===== src/rtl/weight_rom_stream_ctrl.sv =====
// weight_rom_stream_ctrl: streams ROM words 0..OUT_DEPTH-1 for num_passes passes through a credit-managed FIFO.
// Define WEIGHT_STREAM_CTRL_STATS_EN to add the stall_cycles counter port.
module weight_rom_stream_ctrl #(
    parameter int DATA_WIDTH  = 128,
    parameter int OUT_DEPTH   = 2304,
    parameter int ROM_LATENCY = 2,
    parameter int ADDR_WIDTH  = $clog2(OUT_DEPTH) + 1,
    parameter int PASS_WIDTH  = 16
) (
    input  logic                  clk,
    input  logic                  rst,
    input  logic                  start,
    input  logic [PASS_WIDTH-1:0] num_passes,
    output logic                  busy,
    output logic                  done,
    output logic [ADDR_WIDTH-1:0] rom_addr,
    output logic                  rom_ce,
    input  logic [DATA_WIDTH-1:0] rom_q,
    output logic [DATA_WIDTH-1:0] data_out,
    output logic                  data_out_valid,
    input  logic                  data_out_ready
`ifdef WEIGHT_STREAM_CTRL_STATS_EN
    ,
    output logic [31:0]           stall_cycles
`endif
);
    localparam int FIFO_DEPTH = ROM_LATENCY + 2;
    localparam int PW = $clog2(FIFO_DEPTH);
    localparam int CW = $clog2(FIFO_DEPTH + 1);
    localparam int CW1 = CW + 1;

    typedef enum logic [1:0] {IDLE, RUN, DRAIN} state_t;

    state_t                  state_q;
    logic [PASS_WIDTH-1:0]   passes_q, pass_q;
    logic [ADDR_WIDTH-1:0]   addr_q;
    logic                    busy_q, done_q, ce_q;
    logic [ROM_LATENCY-1:0]  vld_q, vld_d;
    logic [DATA_WIDTH-1:0]   mem_q [FIFO_DEPTH];
    logic [PW-1:0]           wr_q, rd_q;
    logic [CW-1:0]           cnt_q, cnt_d;
    logic [CW1-1:0]          inflight;
    logic                    issue, push, pop, last_addr, last_pass, final_pop;

    assign busy           = busy_q;
    assign done           = done_q;
    assign rom_ce         = ce_q;
    assign rom_addr       = addr_q;
    assign data_out_valid = cnt_q != '0;
    assign data_out       = data_out_valid ? mem_q[rd_q] : '0;

    // Words in the ROM pipe still hold a FIFO credit until they land.
    always_comb begin
        inflight = '0;
        for (int i = 0; i < ROM_LATENCY; i++) inflight = inflight + CW1'(vld_q[i]);
    end

    always_comb begin
        vld_d = '0;
        vld_d[0] = issue;
        for (int i = 1; i < ROM_LATENCY; i++) vld_d[i] = vld_q[i-1];
    end

    assign issue     = state_q == RUN && (inflight + CW1'(cnt_q)) < CW1'(FIFO_DEPTH);
    assign push      = vld_q[ROM_LATENCY-1];
    assign pop       = data_out_valid && data_out_ready;
    assign cnt_d     = cnt_q + CW'(push) - CW'(pop);
    assign last_addr = addr_q == ADDR_WIDTH'(OUT_DEPTH - 1);
    assign last_pass = pass_q == passes_q - PASS_WIDTH'(1);
    assign final_pop = state_q == DRAIN && pop && cnt_q == CW'(1) && vld_q == '0;

    always_ff @(posedge clk or posedge rst) begin
        if (rst) begin
            state_q  <= IDLE;
            passes_q <= '0;
            pass_q   <= '0;
            addr_q   <= '0;
            busy_q   <= 1'b0;
            done_q   <= 1'b0;
            ce_q     <= 1'b0;
        end else begin
            done_q <= 1'b0;
            case (state_q)
                IDLE: begin
                    if (start && num_passes != '0) begin
                        state_q  <= RUN;
                        passes_q <= num_passes;
                        pass_q   <= '0;
                        addr_q   <= '0;
                        busy_q   <= 1'b1;
                        ce_q     <= 1'b1;
                    end else if (start) begin
                        done_q <= 1'b1;
                    end
                end
                RUN: begin
                    if (issue) begin
                        addr_q <= last_addr ? '0 : addr_q + ADDR_WIDTH'(1);
                        pass_q <= last_addr ? pass_q + PASS_WIDTH'(1) : pass_q;
                        if (last_addr && last_pass) state_q <= DRAIN;
                    end
                end
                DRAIN: begin
                    if (final_pop) begin
                        state_q <= IDLE;
                        busy_q  <= 1'b0;
                        done_q  <= 1'b1;
                        ce_q    <= 1'b0;
                    end
                end
                default: state_q <= IDLE;
            endcase
        end
    end

    always_ff @(posedge clk or posedge rst) begin
        if (rst) begin
            vld_q <= '0;
            wr_q  <= '0;
            rd_q  <= '0;
            cnt_q <= '0;
        end else begin
            vld_q <= vld_d;
            cnt_q <= cnt_d;
            if (push) wr_q <= wr_q == PW'(FIFO_DEPTH - 1) ? '0 : wr_q + PW'(1);
            if (pop) rd_q <= rd_q == PW'(FIFO_DEPTH - 1) ? '0 : rd_q + PW'(1);
        end
    end

    always_ff @(posedge clk) begin
        if (push) mem_q[wr_q] <= rom_q;
    end

`ifdef WEIGHT_STREAM_CTRL_STATS_EN
    logic [31:0] stall_q;

    always_ff @(posedge clk or posedge rst) begin
        if (rst) stall_q <= '0;
        else if (state_q == IDLE && start) stall_q <= '0;
        else if (data_out_valid && !data_out_ready && stall_q != '1) stall_q <= stall_q + 32'd1;
    end

    assign stall_cycles = stall_q;
`endif
endmodule


===== config.mk =====
export PLATFORM = sky130hd
export DESIGN_NAME = weight_rom_stream_ctrl
export DESIGN_NICKNAME = d
export VERILOG_FILES = /design/src/rtl/weight_rom_stream_ctrl.sv
export SDC_FILE = /design/constraint.sdc
export NUM_CORES = 1
export LEC_CHECK = 0
export ABC_AREA = 0
export CAP_MARGIN = 20
export CORE_MARGIN = 4
export CORE_UTILIZATION = 59
export DETAILED_ROUTE_END_ITERATION = 10
export PLACE_DENSITY_LB_ADDON = 0.3
export SLEW_MARGIN = 15
export SYNTH_ARGS = -nofsm -noshare
export SYNTH_HDL_FRONTEND = slang
export SYNTH_SLANG_ARGS = --single-unit

===== constraint.sdc =====
create_clock -name clk -period 9.7 [get_ports clk]
set_input_delay 1.94 -clock clk [delete_from_list [all_inputs] [get_ports clk]]
set_output_delay 1.94 -clock clk [all_outputs]
set_load 0.05 [all_outputs]

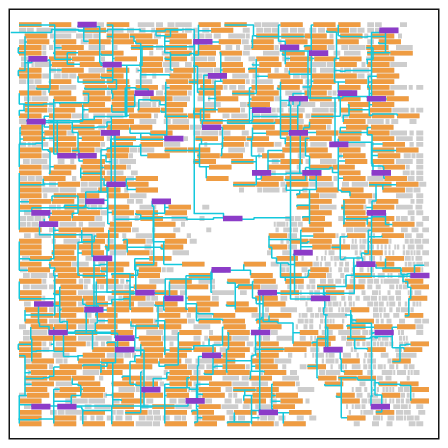
**Above:** routed clock nets over the placement.
- purple: cells driving clock nets (count 55)
- cyan: clock wires (length 6110 um)
- orange: flip-flops (count 570)
- routed clock nets: 56
- flops lie: widely spread
clk latency late pin: 0.61 ns
Fin Clk Skew: 0.02467 ns

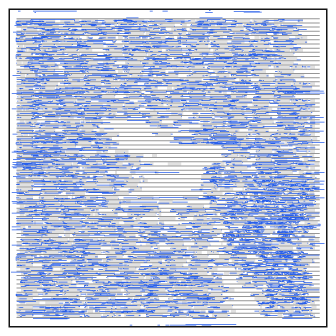
**Above:** metal 1.
Supply wires on this layer in gray. Cells faint in the background.
- nets with wire on the layer: 1541
- longest straight run: 34.5 um
- main direction: horizontal
- wire length on this layer: 18400 um
- share of all routed wire: 39%
met1 Usage GRT: 30.89%
DRT Wirelength: 47680 um
vias post-DR: 11880

[layout by cell type (no fill, tap or decap), drive strengths merged, types with 8 or more instances in the layout]
cell type      Yosys  routed
o21ai             17      17
xor2              23      23
nor3              11      11
dfrtp             58      58
nand3              8       8
clkdlybuf4s50      0     292
mux4             128     128
inv               18      19
nor2              40      40
ha                12      12
clkinv             0      29
and2             136     136
buf               23      13
xnor2             20      20
nand4             22      22
edfxtp           512     512
clkbuf            33      65
nand2             64      64
nor4               8       8
[routing by layer]
layer,vias up,wire (um),global-route usage (%)
met1,6094,18360,30.89
met3,91,3962,7.236
met4,10,1280,7.729
met5,-,71,0
li1,5313,-,-
met2,371,24010,37.56
[worst max-delay path, stage by stage (launching register included)]
cell and delay (ns):
dfrtp_4 1.05, buf_4 0.81, mux4_2 0.61, and2_1 0.18, clkdlybuf4s50_1 0.75
[cell families after synthesis]
| family | after synthesis | synth area share (%) |
|---|---|---|
| AOI/OAI and AO/OA | 40 | 1.262 |
| and+or+nand+nor | 326 | 8.167 |
| DFF | 570 | 74.11 |
| buffers and inverters | 74 | 1.311 |
| xor gates and xnor gates | 43 | 1.659 |
| adders and majority gates | 13 | 0.7494 |
| muxes | 129 | 12.75 |
[power breakdown]
group          internal, mW  total [mW]  switching [mW]  leakage (nW)
clock                  1.18        2.08           0.898         0.861
sequential             3.33        3.61           0.281          5.43
combinational          1.71        4.62            2.91          3.07
total                  6.22        10.3            4.08          9.36
[sequential cells by signal (all words and copies together), names as in the netlist]
name      count
rd_q          2
rom_ce        1
mem_q       512
pass_q       16
done          1
state_q       2
passes_q     16
wr_q          2
cnt_q         3
rom_addr     13
vld_q         2
[metrics by stage]
stage               instance area, um2  std cells
floorplan                        22710       1195
global placement                 26160       1955
detailed placement               26160       1955
CTS                              27940       2059
global route                     27950       2063
finish                           27950       2064
[area by class of cell]
cell class / instances / share of cell area (%)
diodes: 5 / 0.04477
multi-input cells: 551 / 20.04
well taps: 511 / 2.288
clock buffers: 65 / 5.059
inverters: 18 / 0.2418
clock inverters: 39 / 1.285
repair buffers: 305 / 10.81
flip-flops and latches: 570 / 60.23
[worst min path at each step]
stage | from | end | slack, ns | cells after the start
3_5_place_dp | vld_q[0] | vld_q[1] | 0.40 | 0
2_1_floorplan | vld_q[0] | vld_q[1] | 0.38 | 0
4_1_cts | vld_q[0] | vld_q[1] | 0.41 | 0
3_3_place_gp | vld_q[0] | vld_q[1] | 0.40 | 0
6_report | vld_q[0] | vld_q[1] | 0.41 | 0
5_1_grt | vld_q[0] | vld_q[1] | 0.43 | 0
==> results.toml <==
# flow metrics
[clock_network]
postCtsHoldBufs = 0
clockBufferDepth = 3
postCtsSetupBuffers = 0
htreeDepth = 2
cts_root_buffer = "clkbuf_16"
cts_made_buffers = 55
cts_resized = 0
cts_tree = "done"
clock_sink_count = 570
clk_pin_slew_worst_paths_ns = 0.06

[yosys]
top_cells_by_count = "edfxtp_1, and2_1, mux4_2, nand2_1, dfrtp_1"
top_area_cell = "edfxtp_1"
ys.flop_type = "edfxtp_1"
synth.yosys.seq_area_share_pct = 74.11
synthArstFlopShare_pct = 10.18
area_leaders = "edfxtp_1, mux4_2, dfrtp_1"
synthCells = 1195
yosys.cell_count.top_type = "edfxtp_1"
fp_nets = 1356
ys_ff = 570
yosysWarningCount = 0
yosys_cells = 1195
ys_area_um2 = 22710
avgSynthCellArea_um2 = 19.00
edf_count = 512
ys_types = 56
top_area_share_pct = 67.71
syn_area_um2 = 22710

[final_timing]
setup_slack_ns = 3.699
whs_ns = 0.4093
rsz0062_at_grt = "false"
fin_crit_sh_pct = 61.87
fin_tns_setup_ns = 0
worst_pin_slew_ns = 1.011
final-max-slew-violation-count = 0
hold_violations = 0
fmax_mhz = 166.6
setup-violations-final = 0
max_slew_margin_pct = 32.58
finalCriticalPeriod_ns = 6.001

[power_and_ir_drop]
powerDensity_nw_per_um2 = 368.8
max-vdd-ir-drop_v = 0.0003334
power_mw = 10.31
p_leak_nw = 9.362

[die]
core_um2 = 37840
io_pins = 293
die_area_um2 = 41690
die_y_um = 204.2
row_count = 71
chipWidth_um = 204.2
fp_util_pct = 60.00

[status]
status = "completed"

[detailed_routing]
first_iter_violations = 835
wire_per_inst_um = 23.10
post-route-drc-count = 0
ant_nets = 0
dr.pass1.iters = 5
via_per_inst = 5.755

[worst_setup_path]
reg2reg_setup_slack_ns = 6.40
path_max_fanout = 48
r2r_cells = 11
cp-startpoint = "rd_q[0]"
start_kind = "flip-flop"
crit_arrival_ns = 4.06
endpoint_kind = "primary output"
cp.required_ns = 7.76
rr_startpoint = "cnt_q[1]"
reg2reg_to = "cnt_q[2]"
crit_path_end = "data_out[34]"
critical_path_class = "flip-flop to primary output"

[global_routing]
grt_pass1_wl_um = 74580
grt_max_degree = 75
grt_pass1_vias = 12690
grt_antenna_before_repair = 9
grt_overflow = 0
track_usage_pct = 23.30

[run]
tool_warnings = 29
drv_cap = 0

[final_layout]
area.growth.synth_to_final_pct = 23.09
ff_latch_area_um2 = 16830
drive_gt1_share_pct = 15.63
fin_nets = 1662
comb_area_um2 = 5602
num-fill-cells = 2280
final_util_pct = 73.85

[hold_path]
hold_path.class = "flip-flop to flip-flop"

[placement]
pre_cts_slack_ns = 4.179
portBuffers = 292
gp_congestion = 0.8229
post-dp-hpwl_um = 28530
Power figures rest on the tool's default switching activity, not on a simulated workload.
